==> config.mk <==
export PLATFORM = sky130hd
export DESIGN_NAME = wb_arbiter_flat
export DESIGN_NICKNAME = d
export VERILOG_FILES = /design/src/rtl/ypc_pkg.sv /design/src/rtl/wb_arbiter_if.sv /design/src/rtl/wb_slot.sv /design/src/rtl/wb_arbiter.sv /design/src/flat_wrapper.sv
export SDC_FILE = /design/constraint.sdc
export NUM_CORES = 1
export LEC_CHECK = 0
export ABC_CLOCK_PERIOD_IN_PS = 2700
export CAP_MARGIN = 25
export CORE_MARGIN = 2
export CORE_UTILIZATION = 49
export DETAILED_ROUTE_END_ITERATION = 8
export PLACE_DENSITY = 0.8
export SETUP_SLACK_MARGIN = 0.3
export SKIP_CTS_REPAIR_TIMING = 1
export SLEW_MARGIN = 20
export SYNTH_ARGS = -nofsm -noshare
export SYNTH_HDL_FRONTEND = slang
export SYNTH_SLANG_ARGS = --single-unit
export TNS_END_PERCENT = 50
==> constraint.sdc <==
create_clock -name clk -period 2.7 [get_ports clk]
set_clock_uncertainty 0.05 [all_clocks]
set_input_delay 0.405 -clock clk [delete_from_list [all_inputs] [get_ports clk]]
set_output_delay 0.405 -clock clk [all_outputs]
set_load 0.01 [all_outputs]
==> src/rtl/ypc_pkg.sv <==
// Shared writeback types: source identifiers, default entry layout and the
// x0 register index.
package ypc_pkg;

    localparam int unsigned WB_ADDR_W = 5;
    localparam int unsigned WB_DATA_W = 32;
    localparam int unsigned REG_ZERO  = 0;

    typedef enum logic {
        WB_EXU = 1'b0,
        WB_LSU = 1'b1
    } wb_src_e;

    typedef struct packed {
        logic                 wen;
        logic [WB_ADDR_W-1:0] rd;
        logic [WB_DATA_W-1:0] data;
    } wb_entry_t;

endpackage

==> src/rtl/wb_arbiter_if.sv <==
// Producer-side and register-file-side signals of the writeback stage.
// The slave modport is the arbiter; the master modport is whoever drives it.
interface wb_arbiter_if #(
    parameter int ADDR_WIDTH = 5,
    parameter int DATA_WIDTH = 32,
    parameter int CNT_WIDTH  = 32
) ();
    logic                  exu_valid;
    logic                  exu_ready;
    logic                  exu_wen;
    logic [ADDR_WIDTH-1:0] exu_rd;
    logic [DATA_WIDTH-1:0] exu_data;
    logic                  lsu_valid;
    logic                  lsu_ready;
    logic [ADDR_WIDTH-1:0] lsu_rd;
    logic [DATA_WIDTH-1:0] lsu_data;
    logic                  rf_wen;
    logic [ADDR_WIDTH-1:0] rf_waddr;
    logic [DATA_WIDTH-1:0] rf_wdata;
    logic                  retire_valid;
    logic [CNT_WIDTH-1:0]  retire_cnt;

    modport slave (
        input  exu_valid, exu_wen, exu_rd, exu_data,
        input  lsu_valid, lsu_rd, lsu_data,
        output exu_ready, lsu_ready,
        output rf_wen, rf_waddr, rf_wdata, retire_valid, retire_cnt
    );

    modport master (
        output exu_valid, exu_wen, exu_rd, exu_data,
        output lsu_valid, lsu_rd, lsu_data,
        input  exu_ready, lsu_ready,
        input  rf_wen, rf_waddr, rf_wdata, retire_valid, retire_cnt
    );
endinterface

==> src/rtl/wb_slot.sv <==
// One-entry holding buffer. Ready depends only on occupancy and the drain
// request, so a drain and a refill can happen in the same cycle.
module wb_slot
    import ypc_pkg::*;
#(
    parameter type entry_t = wb_entry_t
) (
    input  logic   clk,
    input  logic   rst,
    input  logic   i_valid,
    output logic   o_ready,
    input  entry_t i_data,
    input  logic   i_drain,
    output logic   o_full,
    output entry_t o_data
);
    logic   r_full;
    entry_t r_data;

    assign o_ready = !r_full || i_drain;
    assign o_full  = r_full;
    assign o_data  = r_data;

    always_ff @(posedge clk) begin
        if (rst) begin
            r_full <= 1'b0;
            r_data <= '0;
        end else if (i_valid && o_ready) begin
            r_full <= 1'b1;
            r_data <= i_data;
        end else if (i_drain) begin
            r_full <= 1'b0;
        end
    end
endmodule

==> src/rtl/wb_arbiter.sv <==
// Writeback stage: two holding slots (EXU, LSU), round-robin pick on conflict,
// registered register-file write port and a wrapping retire counter.
module wb_arbiter
    import ypc_pkg::*;
#(
    parameter int ADDR_WIDTH = 5,
    parameter int DATA_WIDTH = 32,
    parameter int CNT_WIDTH  = 32
) (
    input  logic         clk,
    input  logic         rst,
    wb_arbiter_if.slave  bus
);
    typedef struct packed {
        logic                  wen;
        logic [ADDR_WIDTH-1:0] rd;
        logic [DATA_WIDTH-1:0] data;
    } entry_t;

    logic [1:0] w_in_valid;
    logic [1:0] w_ready;
    logic [1:0] w_full;
    logic [1:0] w_gnt;
    logic       w_conflict;
    logic       w_gnt_any;
    entry_t     w_in_entry [2];
    entry_t     w_out      [2];
    entry_t     w_sel_entry;

    wb_src_e               r_rr_ptr;
    logic                  r_rf_wen;
    logic [ADDR_WIDTH-1:0] r_rf_waddr;
    logic [DATA_WIDTH-1:0] r_rf_wdata;
    logic                  r_retire_valid;
    logic [CNT_WIDTH-1:0]  r_retire_cnt;

    assign w_in_valid[WB_EXU] = bus.exu_valid;
    assign w_in_valid[WB_LSU] = bus.lsu_valid;
    assign w_in_entry[WB_EXU] = '{wen: bus.exu_wen, rd: bus.exu_rd, data: bus.exu_data};
    // Loads always write their destination.
    assign w_in_entry[WB_LSU] = '{wen: 1'b1, rd: bus.lsu_rd, data: bus.lsu_data};

    genvar gi;
    generate
        for (gi = 0; gi < 2; gi++) begin : g_slot
            wb_slot #(.entry_t(entry_t)) u_slot (
                .clk     (clk),
                .rst     (rst),
                .i_valid (w_in_valid[gi]),
                .o_ready (w_ready[gi]),
                .i_data  (w_in_entry[gi]),
                .i_drain (w_gnt[gi]),
                .o_full  (w_full[gi]),
                .o_data  (w_out[gi])
            );
        end
    endgenerate

    assign bus.exu_ready = w_ready[WB_EXU];
    assign bus.lsu_ready = w_ready[WB_LSU];

    // Grant looks only at slot occupancy, keeping ready free of any valid path.
    always_comb begin
        w_gnt      = 2'b00;
        w_conflict = w_full[WB_EXU] && w_full[WB_LSU];
        if (w_conflict) begin
            w_gnt = (r_rr_ptr == WB_EXU) ? 2'b01 : 2'b10;
        end else begin
            w_gnt = w_full;
        end
    end

    assign w_gnt_any   = |w_gnt;
    assign w_sel_entry = w_gnt[WB_LSU] ? w_out[WB_LSU] : w_out[WB_EXU];

    always_ff @(posedge clk) begin
        if (rst) begin
            r_rr_ptr       <= WB_EXU;
            r_rf_wen       <= 1'b0;
            r_rf_waddr     <= '0;
            r_rf_wdata     <= '0;
            r_retire_valid <= 1'b0;
            r_retire_cnt   <= '0;
        end else begin
            if (w_conflict) begin
                r_rr_ptr <= (r_rr_ptr == WB_EXU) ? WB_LSU : WB_EXU;
            end
            r_rf_wen <= w_gnt_any && w_sel_entry.wen
                        && (w_sel_entry.rd != ADDR_WIDTH'(REG_ZERO));
            if (w_gnt_any) begin
                r_rf_waddr <= w_sel_entry.rd;
                r_rf_wdata <= w_sel_entry.data;
            end
            r_retire_valid <= w_gnt_any;
            r_retire_cnt   <= r_retire_cnt + CNT_WIDTH'(w_gnt_any);
        end
    end

    assign bus.rf_wen       = r_rf_wen;
    assign bus.rf_waddr     = r_rf_waddr;
    assign bus.rf_wdata     = r_rf_wdata;
    assign bus.retire_valid = r_retire_valid;
    assign bus.retire_cnt   = r_retire_cnt;
endmodule
==> src/flat_wrapper.sv <==
// flat-port wrapper written by rule: the top's interface ports become plain ports
module wb_arbiter_flat import ypc_pkg::*;
#(
    parameter int ADDR_WIDTH = 5,
    parameter int DATA_WIDTH = 32,
    parameter int CNT_WIDTH  = 32
)
  (clk, rst, bus_exu_valid, bus_exu_wen, bus_exu_rd, bus_exu_data, bus_lsu_valid, bus_lsu_rd, bus_lsu_data, bus_exu_ready, bus_lsu_ready, bus_rf_wen, bus_rf_waddr, bus_rf_wdata, bus_retire_valid, bus_retire_cnt);
  wb_arbiter_if #(.ADDR_WIDTH(ADDR_WIDTH), .DATA_WIDTH(DATA_WIDTH), .CNT_WIDTH(CNT_WIDTH)) bus_i ();
  input  logic clk;
  input  logic rst;
  input wire logic [$bits(bus_i.exu_valid)-1:0] bus_exu_valid;
  input wire logic [$bits(bus_i.exu_wen)-1:0] bus_exu_wen;
  input wire logic [$bits(bus_i.exu_rd)-1:0] bus_exu_rd;
  input wire logic [$bits(bus_i.exu_data)-1:0] bus_exu_data;
  input wire logic [$bits(bus_i.lsu_valid)-1:0] bus_lsu_valid;
  input wire logic [$bits(bus_i.lsu_rd)-1:0] bus_lsu_rd;
  input wire logic [$bits(bus_i.lsu_data)-1:0] bus_lsu_data;
  output wire logic [$bits(bus_i.exu_ready)-1:0] bus_exu_ready;
  output wire logic [$bits(bus_i.lsu_ready)-1:0] bus_lsu_ready;
  output wire logic [$bits(bus_i.rf_wen)-1:0] bus_rf_wen;
  output wire logic [$bits(bus_i.rf_waddr)-1:0] bus_rf_waddr;
  output wire logic [$bits(bus_i.rf_wdata)-1:0] bus_rf_wdata;
  output wire logic [$bits(bus_i.retire_valid)-1:0] bus_retire_valid;
  output wire logic [$bits(bus_i.retire_cnt)-1:0] bus_retire_cnt;
  assign bus_i.exu_valid = bus_exu_valid;
  assign bus_i.exu_wen = bus_exu_wen;
  assign bus_i.exu_rd = bus_exu_rd;
  assign bus_i.exu_data = bus_exu_data;
  assign bus_i.lsu_valid = bus_lsu_valid;
  assign bus_i.lsu_rd = bus_lsu_rd;
  assign bus_i.lsu_data = bus_lsu_data;
  assign bus_exu_ready = bus_i.exu_ready;
  assign bus_lsu_ready = bus_i.lsu_ready;
  assign bus_rf_wen = bus_i.rf_wen;
  assign bus_rf_waddr = bus_i.rf_waddr;
  assign bus_rf_wdata = bus_i.rf_wdata;
  assign bus_retire_valid = bus_i.retire_valid;
  assign bus_retire_cnt = bus_i.retire_cnt;
  wb_arbiter #(.ADDR_WIDTH(ADDR_WIDTH), .DATA_WIDTH(DATA_WIDTH), .CNT_WIDTH(CNT_WIDTH)) u_core (.clk(clk), .rst(rst), .bus(bus_i));
endmodule
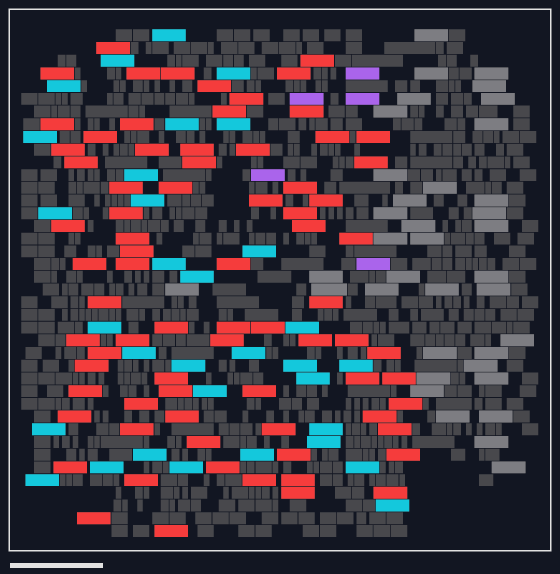
Fig. 1. Register map, names as in the netlist.
Bar = 20 um. Other sequential cells in the stronger gray, the rest of the logic in the fainter gray.
purple -> u_core.bus.rf_waddr  # placed flops 5
cyan -> u_core.bus.rf_wdata  # placed flops 32
red -> u_core.g_slot.u_slot.o_data  # placed flops 76
not colored = 37

==> run summary <==
Reports from this run.

- The sum of overflow across all layers after global routing is 0.
- Looking at hold timing, the worst path starts from u_core.g_slot[1].u_slot.o_data[28].
- In this run the register-to-register setup slack is 0.41 ns.
- In this run, the synthesized area fraction spent on xor and xnor cells is recorded as 0.0187.
- For the worst flop-to-flop path, the logic depth is 7.
- The achievable clock frequency reads 430 MHz.
- The clock root buffer reads sky130_fd_sc_hd__clkbuf_16.
- The sequential cell count of the final layout is 150.
- The area of the core region is 12100 um2.
- The run finished with clean final reports.
- The count of non-CTS inverters in the layout reads 3.
- The most used standard cell by instance count after synthesis reads sky130_fd_sc_hd__nand2_1.
- The mean routed wirelength per cell is 16.0 um.
- The clock-pin slew on the worst setup and hold paths reads 0.06 ns.
- The critical path goes through buf_6 -> nand3b_1 -> clkdlybuf4s50_1.
- The DRC marker count from the first detailed-route iteration reads 513.
- Yosys stat counts 761 cells in the synthesized netlist.
- The total of clock buffers placed in the layout reads 24.
- The mux cell area share after synthesis reads 0.0139.
- Per the timing report, the most critical flop-to-flop path originates at u_core.g_slot[0].u_slot.o_full.
- The number of nets with antenna violations after routing is 0.
- The synthesis report lists the Yosys warning total as 0.
- The relative area of clock buffers and inverters in the final design reads 0.0737.
- 553 cells are multi-input combinational gates.
- The logic depth of the worst path, buffers included is 3.
- The die extent in x reads 116 um.
- STA classifies the critical path startpoint as a flop.
- The fraction of met2 tracks used by global routing is 0.444.
- In this run, placement finished with an instance count of 1040.
- The required time of the critical path reads 2.25 ns.
- The detailed router placed 5990 vias in this run.
- The final timing summary puts the cycle share of the worst path at 0.861.
- Across the run, the number of max-cap violations was 0.
- The detailed-route DRC error count is 0.
- The total die size is 13400 um2.
- The number of buffers and inverters on the critical path is 2.
- The start-to-end type of the worst setup path is flop to output pin.
- The design received a total of 168 well taps at floorplan.
- The worst hold slack across all endpoints reads 0.407 ns.
- The starting density of the core reads 0.506.
- The max-slew violation total from the final report is 0.
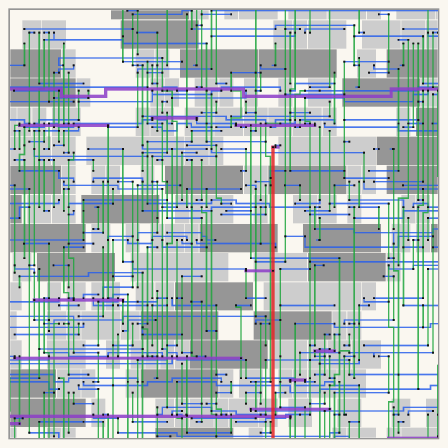
Fig. 2. Zoomed window.
Window x 9 to 49, y 67 to 107 um. Cells in gray, sequential cells in the stronger gray; small squares are vias.
green -> metal 2
purple -> metal 3
red -> metal 4
blue -> metal 1
sequential cells in the window = 25
cells with their middle in the window = 138
netlist names of flops here include = u_core.g_slot.u_slot.o_data (17), u_core.bus.rf_wdata (8)
most frequent = nand2_1 (33), dfxtp_1 (25), nor2_1 (19)

-- cell usage in the layout, fill, tap and decap left out, drive strengths merged, types with 2 or more instances in the layout --
cell type,count
nor4,35
and4,4
clkinv,5
nand3,10
buf,16
ha,2
a211oi,36
a21boi,2
o31ai,7
nor2b,39
nor3,3
bufinv,3
o21ai,6
xor2,7
nor2,88
xnor2,6
or4,10
and2,4
nand2,166
dfxtp,150
mux2i,4
clkbuf,25
or3,6
clkdlybuf4s50,150
nand4,14
inv,3
a21oi,91
and3,3
mux2,4
